--- src/rtl/stream_fifo_pkg.sv ---
// Shared types and constants for the stream_fifo valid/ready buffer.
// Pointer width helper includes one extra wrap bit above the index bits.
package stream_fifo_pkg;

    localparam int SF_DEF_WIDTH = 8;
    localparam int SF_DEF_DEPTH = 4;

    typedef enum logic [1:0] {
        SF_EMPTY   = 2'd0,
        SF_PARTIAL = 2'd1,
        SF_FULL    = 2'd2
    } sf_state_e;

    function automatic int ptr_w(input int depth);
        return $clog2(depth) + 1;
    endfunction

endpackage

--- src/rtl/stream_fifo_mem.sv ---
// DEPTH x WIDTH register array: one synchronous write port, one asynchronous read port.
// The array has no reset; contents are only meaningful behind the FIFO pointers.
module stream_fifo_mem #(
    parameter int WIDTH = 8,
    parameter int DEPTH = 4,
    parameter int AW    = $clog2(DEPTH)
) (
    input  logic             clk,
    input  logic             we,
    input  logic [AW-1:0]    waddr,
    input  logic [WIDTH-1:0] wdata,
    input  logic [AW-1:0]    raddr,
    output logic [WIDTH-1:0] rdata
);

    logic [WIDTH-1:0] mem_r [DEPTH];

    // Storage write on accepted producer beat
    always_ff @(posedge clk) begin
        if (we) begin
            mem_r[waddr] <= wdata;
        end
    end

    assign rdata = mem_r[raddr];

endmodule

--- src/rtl/stream_fifo.sv ---
// First-word-fall-through FIFO with valid/ready on both sides and a registered almost-full flag.
// Optional macro STREAM_FIFO_LEVEL_EN adds a registered occupancy output o_level.
module stream_fifo
    import stream_fifo_pkg::*;
#(
    parameter int WIDTH    = SF_DEF_WIDTH,
    parameter int DEPTH    = SF_DEF_DEPTH,
    parameter int AFULL_TH = 3
) (
    input  logic                    clk,
    input  logic                    rst,
    input  logic [WIDTH-1:0]        i_data,
    input  logic                    i_valid,
    output logic                    i_ready,
    output logic [WIDTH-1:0]        o_data,
    output logic                    o_valid,
    input  logic                    o_ready,
    output logic                    o_afull
`ifdef STREAM_FIFO_LEVEL_EN
    ,
    output logic [ptr_w(DEPTH)-1:0] o_level
`endif
);

    localparam int PW = ptr_w(DEPTH);
    localparam int AW = PW - 1;
    localparam logic [PW-1:0] PTR_ONE   = {{(PW-1){1'b0}}, 1'b1};
    localparam logic [PW-1:0] AFULL_LVL = PW'(AFULL_TH);

    if ((DEPTH < 2) || ((DEPTH & (DEPTH - 1)) != 0) || (AFULL_TH < 1) || (AFULL_TH > DEPTH)) begin : g_bad_param
        $fatal(1, "stream_fifo: DEPTH must be a power of 2 >= 2 and 1 <= AFULL_TH <= DEPTH");
    end

    logic [PW-1:0] wr_ptr_r;
    logic [PW-1:0] rd_ptr_r;
    logic [PW-1:0] occ_s;
    logic [PW-1:0] occ_nxt_s;
    logic          full_s;
    logic          empty_s;
    logic          wr_en_s;
    logic          rd_en_s;
    logic          afull_r;

    // Wrap bit disambiguates full from empty when the index bits match
    assign empty_s = (wr_ptr_r == rd_ptr_r);
    assign full_s  = (wr_ptr_r[AW-1:0] == rd_ptr_r[AW-1:0]) && (wr_ptr_r[AW] != rd_ptr_r[AW]);
    assign i_ready = ~full_s & rst;
    assign o_valid = ~empty_s;
    assign wr_en_s = i_valid & i_ready;
    assign rd_en_s = o_valid & o_ready;
    assign occ_s   = wr_ptr_r - rd_ptr_r;
    assign o_afull = afull_r;

    // Occupancy after this edge, used for registered flags
    always_comb begin
        occ_nxt_s = occ_s;
        case ({wr_en_s, rd_en_s})
            2'b10:   occ_nxt_s = occ_s + PTR_ONE;
            2'b01:   occ_nxt_s = occ_s - PTR_ONE;
            default: occ_nxt_s = occ_s;
        endcase
    end

    // Pointer and almost-full state
    always_ff @(posedge clk or negedge rst) begin
        if (!rst) begin
            wr_ptr_r <= {PW{1'b0}};
            rd_ptr_r <= {PW{1'b0}};
            afull_r  <= 1'b0;
        end else begin
            if (wr_en_s) begin
                wr_ptr_r <= wr_ptr_r + PTR_ONE;
            end
            if (rd_en_s) begin
                rd_ptr_r <= rd_ptr_r + PTR_ONE;
            end
            afull_r <= (occ_nxt_s >= AFULL_LVL);
        end
    end

`ifdef STREAM_FIFO_LEVEL_EN
    logic [PW-1:0] level_r;

    // Registered occupancy for the level port
    always_ff @(posedge clk or negedge rst) begin
        if (!rst) begin
            level_r <= {PW{1'b0}};
        end else begin
            level_r <= occ_nxt_s;
        end
    end

    assign o_level = level_r;
`endif

    stream_fifo_mem #(
        .WIDTH (WIDTH),
        .DEPTH (DEPTH),
        .AW    (AW)
    ) u_mem (
        .clk   (clk),
        .we    (wr_en_s),
        .waddr (wr_ptr_r[AW-1:0]),
        .wdata (i_data),
        .raddr (rd_ptr_r[AW-1:0]),
        .rdata (o_data)
    );

endmodule

--- config.mk ---
export PLATFORM = sky130hd
export DESIGN_NAME = stream_fifo
export DESIGN_NICKNAME = d
export VERILOG_FILES = /design/src/rtl/stream_fifo_pkg.sv /design/src/rtl/stream_fifo_mem.sv /design/src/rtl/stream_fifo.sv
export SDC_FILE = /design/constraint.sdc
export NUM_CORES = 1
export LEC_CHECK = 0
export CORE_MARGIN = 2
export CORE_UTILIZATION = 40
export DETAILED_ROUTE_END_ITERATION = 10
export GPL_TIMING_DRIVEN = 0
export SYNTH_ARGS = -nofsm -noshare
export SYNTH_HDL_FRONTEND = slang
export SYNTH_HIERARCHICAL = 1
export SYNTH_SLANG_ARGS = --single-unit
--- constraint.sdc ---
create_clock -name clk -period 3.84 [get_ports clk]
set_clock_uncertainty 0.2 [all_clocks]
set_input_delay 0.576 -clock clk [delete_from_list [all_inputs] [get_ports clk]]
set_output_delay 0.576 -clock clk [all_outputs]
set_load 0.05 [all_outputs]
==> out/results.txt, run 1 <==
Status -> finished, final reports clean
Post-Place Cells -> 163
Data buffer area share -> 11.55%
Yosys Warn Count -> 6
DR iter-0 viols -> 41
Root Buffer -> clkbuf_8
Final setup vio count -> 0
Cell area after synthesis -> 0.001718 mm2
Seq/Total Area, Yosys -> 66.13%
Top sig layer -> met4
Commonest cells in the netlist -> edfxtp_1 (32), inv_1 (8), mux4_2 (8)
H-tree levels -> 2
Core ar. -> 0.004058 mm2
Yosys stat cell total -> 91
Most common cell in the netlist -> edfxtp_1
Vias per std cell -> 5.000
Hold-fix buffer count after cts -> 0
Top-area cell share -> 55.94%
Final instance area -> 0.002113 mm2
Die Height -> 69.54 um
Worst EP arrival -> 2350 ps
Dominant logic cell types in the final layout -> edfxtp_1 (32), clkdlybuf4s50_1 (22), inv_1 (8), mux4_2 (8), dfrtp_1 (7)
Seq area share -> 53.76%
Fill count -> 337
Post-CTS setup buffer count -> 0
Diodes inserted -> 0
Die W -> 69.54 um
CTS Sinks -> 39
Clock buf/inv share -> 5.092%
DRC Markers -> 0
Number of enable flip-flop cells -> 32
Top cell type by total area after synthesis -> edfxtp_1
Pre-Place Util -> 42.34%
Metal2 WL -> 1380 um
Synth async-reset ratio -> 17.95%
Hold Violations, Final -> 0
Ys flops -> 39
Mux frac, synth -> 12.02%
Num CTS Buffers -> 5
Top area cell types -> edfxtp_1 (56%), mux4_2 (10%), dfrtp_1 (10%)
Largest class -> flip-flops and latches
Worst-skew pair later-pin latency -> 280 ps
Worst Hold Class -> register to register
Register Area -> 0.001136 mm2
Adder Area Share -> 5.972%
## run 1: final timing paths
| path | startpoint | to | slack [ps] |
|---|---|---|---|
| setup / recovery | rst | i_ready | 710 |
| hold / removal | rd_ptr_r[1]$_DFFE_PN0P_ | rd_ptr_r[1]$_DFFE_PN0P_ | 370 |
| setup reg to reg | wr_ptr_r[0]$_DFFE_PN0P_ | o_afull$_DFF_PN0_ | 940 |
| hold reg to reg | rd_ptr_r[1]$_DFFE_PN0P_ | rd_ptr_r[1]$_DFFE_PN0P_ | 370 |
| max in group asynchronous | rst | o_afull$_DFF_PN0_ | 2670 |
| min in group asynchronous | rst | wr_ptr_r[2]$_DFFE_PN0P_ | 430 |
## run 1: stage by stage
step                      utilization, %  worst slack (ps)
after CTS                          51.96             669.4
final                              52.08             709.5
after global placement             49.31             428.6
after global routing               52.08             586.3
after detailed placement           49.31             363.7
after floorplan                        -              1218
## run 1: layer usage
metal  up-vias  GRT usage (%)
met5         -              0
met4         0          5.229
met3         2          3.779
met2        17          19.87
met1       425          16.34
li1        411              -
## run 1: state kept, by name, summed over array words and instances, names as in the netlist
name         flops
o_afull          1
wr_ptr_r         3
u_mem/mem_r     32
rd_ptr_r         3
## run 1: worst max-delay path, cell delays in order
cell and delay (ps):
clkdlybuf4s50_1 790, o21a_1 190, clkdlybuf4s50_1 790
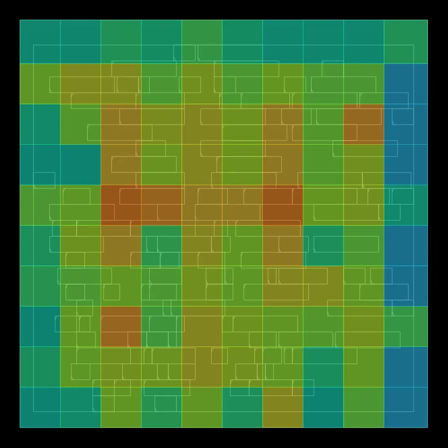
Figure 1: run 1, routing congestion.
fin util: 52.08%
met1 Use GR: 16.34%

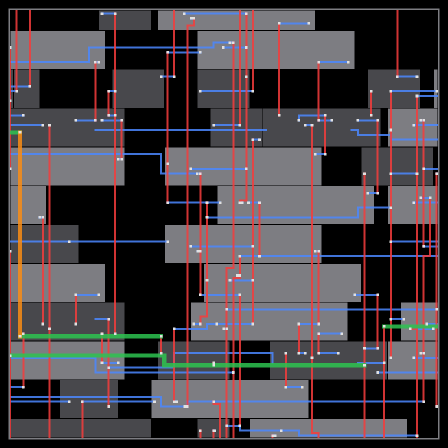
Figure 2: run 1, zoomed window.
Window x 20 to 50, y 34 to 64 um. Cells in gray, sequential cells in the stronger gray; small squares are vias.
- orange: met4
- blue: met1
- green: met3
- red: met2
- netlist names of flops here include: `u_mem/mem_r` (13)
- cells with their middle in the window: 29
- most frequent: edfxtp_1 (13), clkdlybuf4s50_1 (5), mux4_2 (4)
- sequential cells in the window: 13

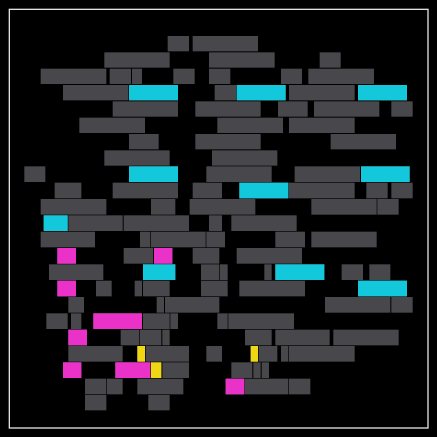
Figure 3: run 1, gate-type map.
(6 px per um)
- yellow: NAND gates (cells 3)
- cyan: multiplexers (cells 10)
- magenta: XOR/XNOR gates (cells 8; where bottom left)
fin cells: 171
Commonest Layout Cell: edfxtp_1
logic share of the area: 25.22%

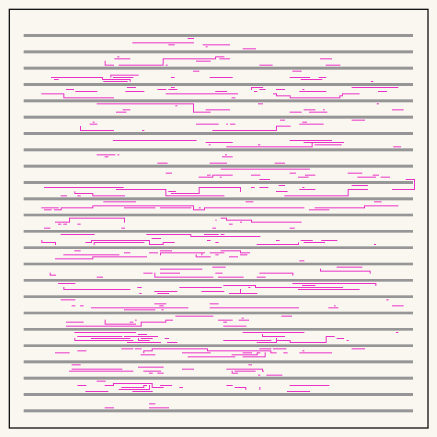
Figure 4: run 1, the metal 1 layer.
(6 px per um) Supply wires on this layer in gray.
- share of all routed wire: 43%
- nets with wire on the layer: 121
routed wire length: 2676 um
via count: 855

==> run 1 -> run 2 <==
Clock period 3.84 ns to 2.96 ns, I/O delays scaled along.
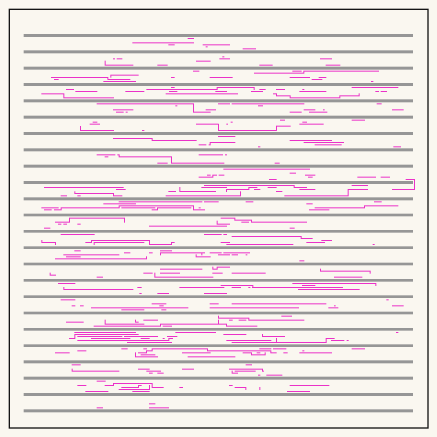
Figure 5: run 2, the metal 1 layer.
(6 px per um) Supply wires on this layer in gray.
- share of all routed wire: 45%
- wire length on this layer: 1220 um
- nets with wire on the layer: 121

==> out/results.txt, run 2 <==
CP cell instances -> buf_6, mux4_2, clkdlybuf4s50_1
Top cell type by total area after synthesis -> edfxtp_1
Worst EP arrival -> 2170 ps
Worst reg2reg startpoint -> rd_ptr_r[0]$_DFFE_PN0P_
Worst-skew pair later-pin latency -> 280 ps
Diodes inserted -> 0
Register with the most flip-flops -> u_mem/mem_r
DRC Markers -> 0
Root Buffer -> clkbuf_8
Post-CTS setup buffer count -> 0
Die W -> 69.54 um
Regs by FF count -> u_mem/mem_r x32, rd_ptr_r x3, wr_ptr_r x3
H-tree levels -> 2
Num CTS Buffers -> 5
CP Capture Point -> o_data[1]
Dominant logic cell types in the final layout -> edfxtp_1 (32), clkdlybuf4s50_1 (21), inv_1 (8), mux4_2 (8), dfrtp_1 (6)
Fin cells -> 171
CP max stage delay -> 710 ps
Worst Path Buf+Inv -> 2
Commonest cells in the netlist -> edfxtp_1 (32), inv_1 (8), mux4_2 (8)
Status -> finished, final reports clean
Yosys stat cell total -> 91
Final instance area -> 0.002121 mm2
Commonest Layout Cell -> edfxtp_1
Routed wire length -> 2702 um
Hold-fix buffer count after cts -> 0
Post-Place Cells -> 163
Vias per std cell -> 5.041
Ys flops -> 39
Crit path launch -> rd_ptr_r[0]$_DFFE_PN0P_
run 2: logic make-up (layout without fill, tap and decap cells):
family	count (synthesis)	in the layout	share of synthesized area (%)
AND-OR/OR-AND	8	8	4.443
XOR/XNOR	8	8	5.317
adder cells (fa/ha/maj)	7	7	5.972
buffers and inverters	11	41	3.132
flip-flops	39	39	66.13
multiplexers	10	10	12.02
AND/OR/NAND/NOR	8	8	2.987
run 2: how the worst min path moves through the flow:
stage,start,to,slack (ps)
3_5_place_dp,rd_ptr_r[1]$_DFFE_PN0P_,rd_ptr_r[1]$_DFFE_PN0P_,360
5_1_grt,rst,wr_ptr_r[2]$_DFFE_PN0P_,330
6_report,rst,wr_ptr_r[2]$_DFFE_PN0P_,300
4_1_cts,rst,o_afull$_DFF_PN0_,300
3_3_place_gp,rd_ptr_r[1]$_DFFE_PN0P_,rd_ptr_r[1]$_DFFE_PN0P_,350
2_1_floorplan,rst,o_afull$_DFF_PN0_,-50
run 2: per-layer routing:
metal	track usage (%)	share of wire, %	up-vias	wire [um]
met1	16.34	45	433	1221
met2	20.09	50	15	1347
met4	5.229	1.1	0	29
met3	3.779	3.8	5	103
li1	-	-	409	-
met5	0	0	-	0
run 2: area by class of cell:
cell class	instances	area [um2]
flip-flops and latches	39	1137
repair buffers	22	219.0
fillers	336	1937
clock inverters	3	38.79
well taps	50	62.56
plain buffers	3	23.77
clock buffers	5	68.82
multi-input cells	41	540.5
inverters	8	30.03
==> run 2 -> run 3 <==
Settings changed: GPL_TIMING_DRIVEN 0 to default.
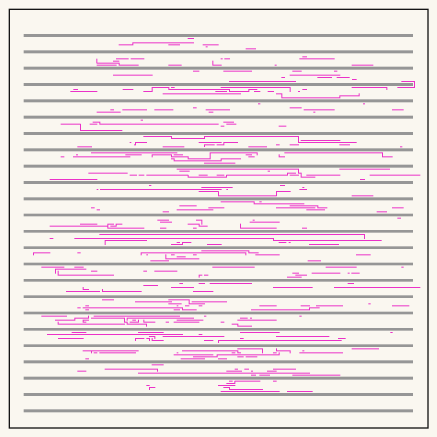
Figure 6: run 3, the metal 1 layer.
(6 px per um) Supply wires on this layer in gray.
- main direction: horizontal
- longest straight run: 44.2 um

==> out/results.txt, run 3 <==
Synth async-reset ratio -> 17.95%
Die Height -> 69.54 um
Crit path launch -> rd_ptr_r[0]$_DFFE_PN0P_
H-tree levels -> 2
Worst EP arrival -> 2140 ps
Die W -> 69.54 um
Max reg flops -> 32
Num CTS Buffers -> 5
Status -> finished, final reports clean
Fin util -> 52.79%
DRC Markers -> 0
Top cell type by total area after synthesis -> edfxtp_1
Register with the most flip-flops -> u_mem/mem_r
Routed wire length -> 2839 um
Top area cell types -> edfxtp_1 (56%), mux4_2 (10%), dfrtp_1 (10%)
Root Buffer -> clkbuf_8
Comb gate area -> 528.0 um2
Hold-fix buffer count after cts -> 0
Most common cell in the netlist -> edfxtp_1
Seq/Total Area, Yosys -> 66.13%
## run 3: cell counts after synthesis
No cell type changed its count.
## run 3: cells by family after synthesis
group	count (synthesis)	synth area share, %
adders and majority gates	7	5.972
xor gates and xnor gates	8	5.317
muxes	10	12.02
and+or+nand+nor	8	2.987
AOI/OAI and AO/OA	8	4.443
DFF	39	66.13
buffers and inverters	11	3.132
## run 3: through the flow
stage	area, um2	hold WS [ps]
2_1_floorplan	1718	-51.59
3_3_place_gp	2029	361.8
3_5_place_dp	2029	380.9
4_1_cts	2142	340.9
5_1_grt	2142	341.6
6_report	2142	340.4
## run 3: area by class of cell
cell class / count / share of cell area (%)
Inverter: 8 / 1.402
Multi-Input combinational cell: 41 / 24.65
Timing Repair Buffer: 28 / 12.73
Sequential cell: 39 / 53.04
Clock inverter: 3 / 2.044
Tap cell: 50 / 2.921
Clock buffer: 5 / 3.213
## run 3: metal layers
layer / vias to the layer above / track usage (%) / routed length, um
li1: 414 / - / -
met1: 435 / 18.03 / 1309
met5: - / 0 / 0
met2: 17 / 19.87 / 1361
met3: 6 / 4.797 / 123
met4: 0 / 5.229 / 44
## run 3: worst max-delay path, cell delays in order (launching register included)
cell,delay (ps)
dfrtp_1,360
buf_4,240
mux4_2,540
clkdlybuf4s50_1,710
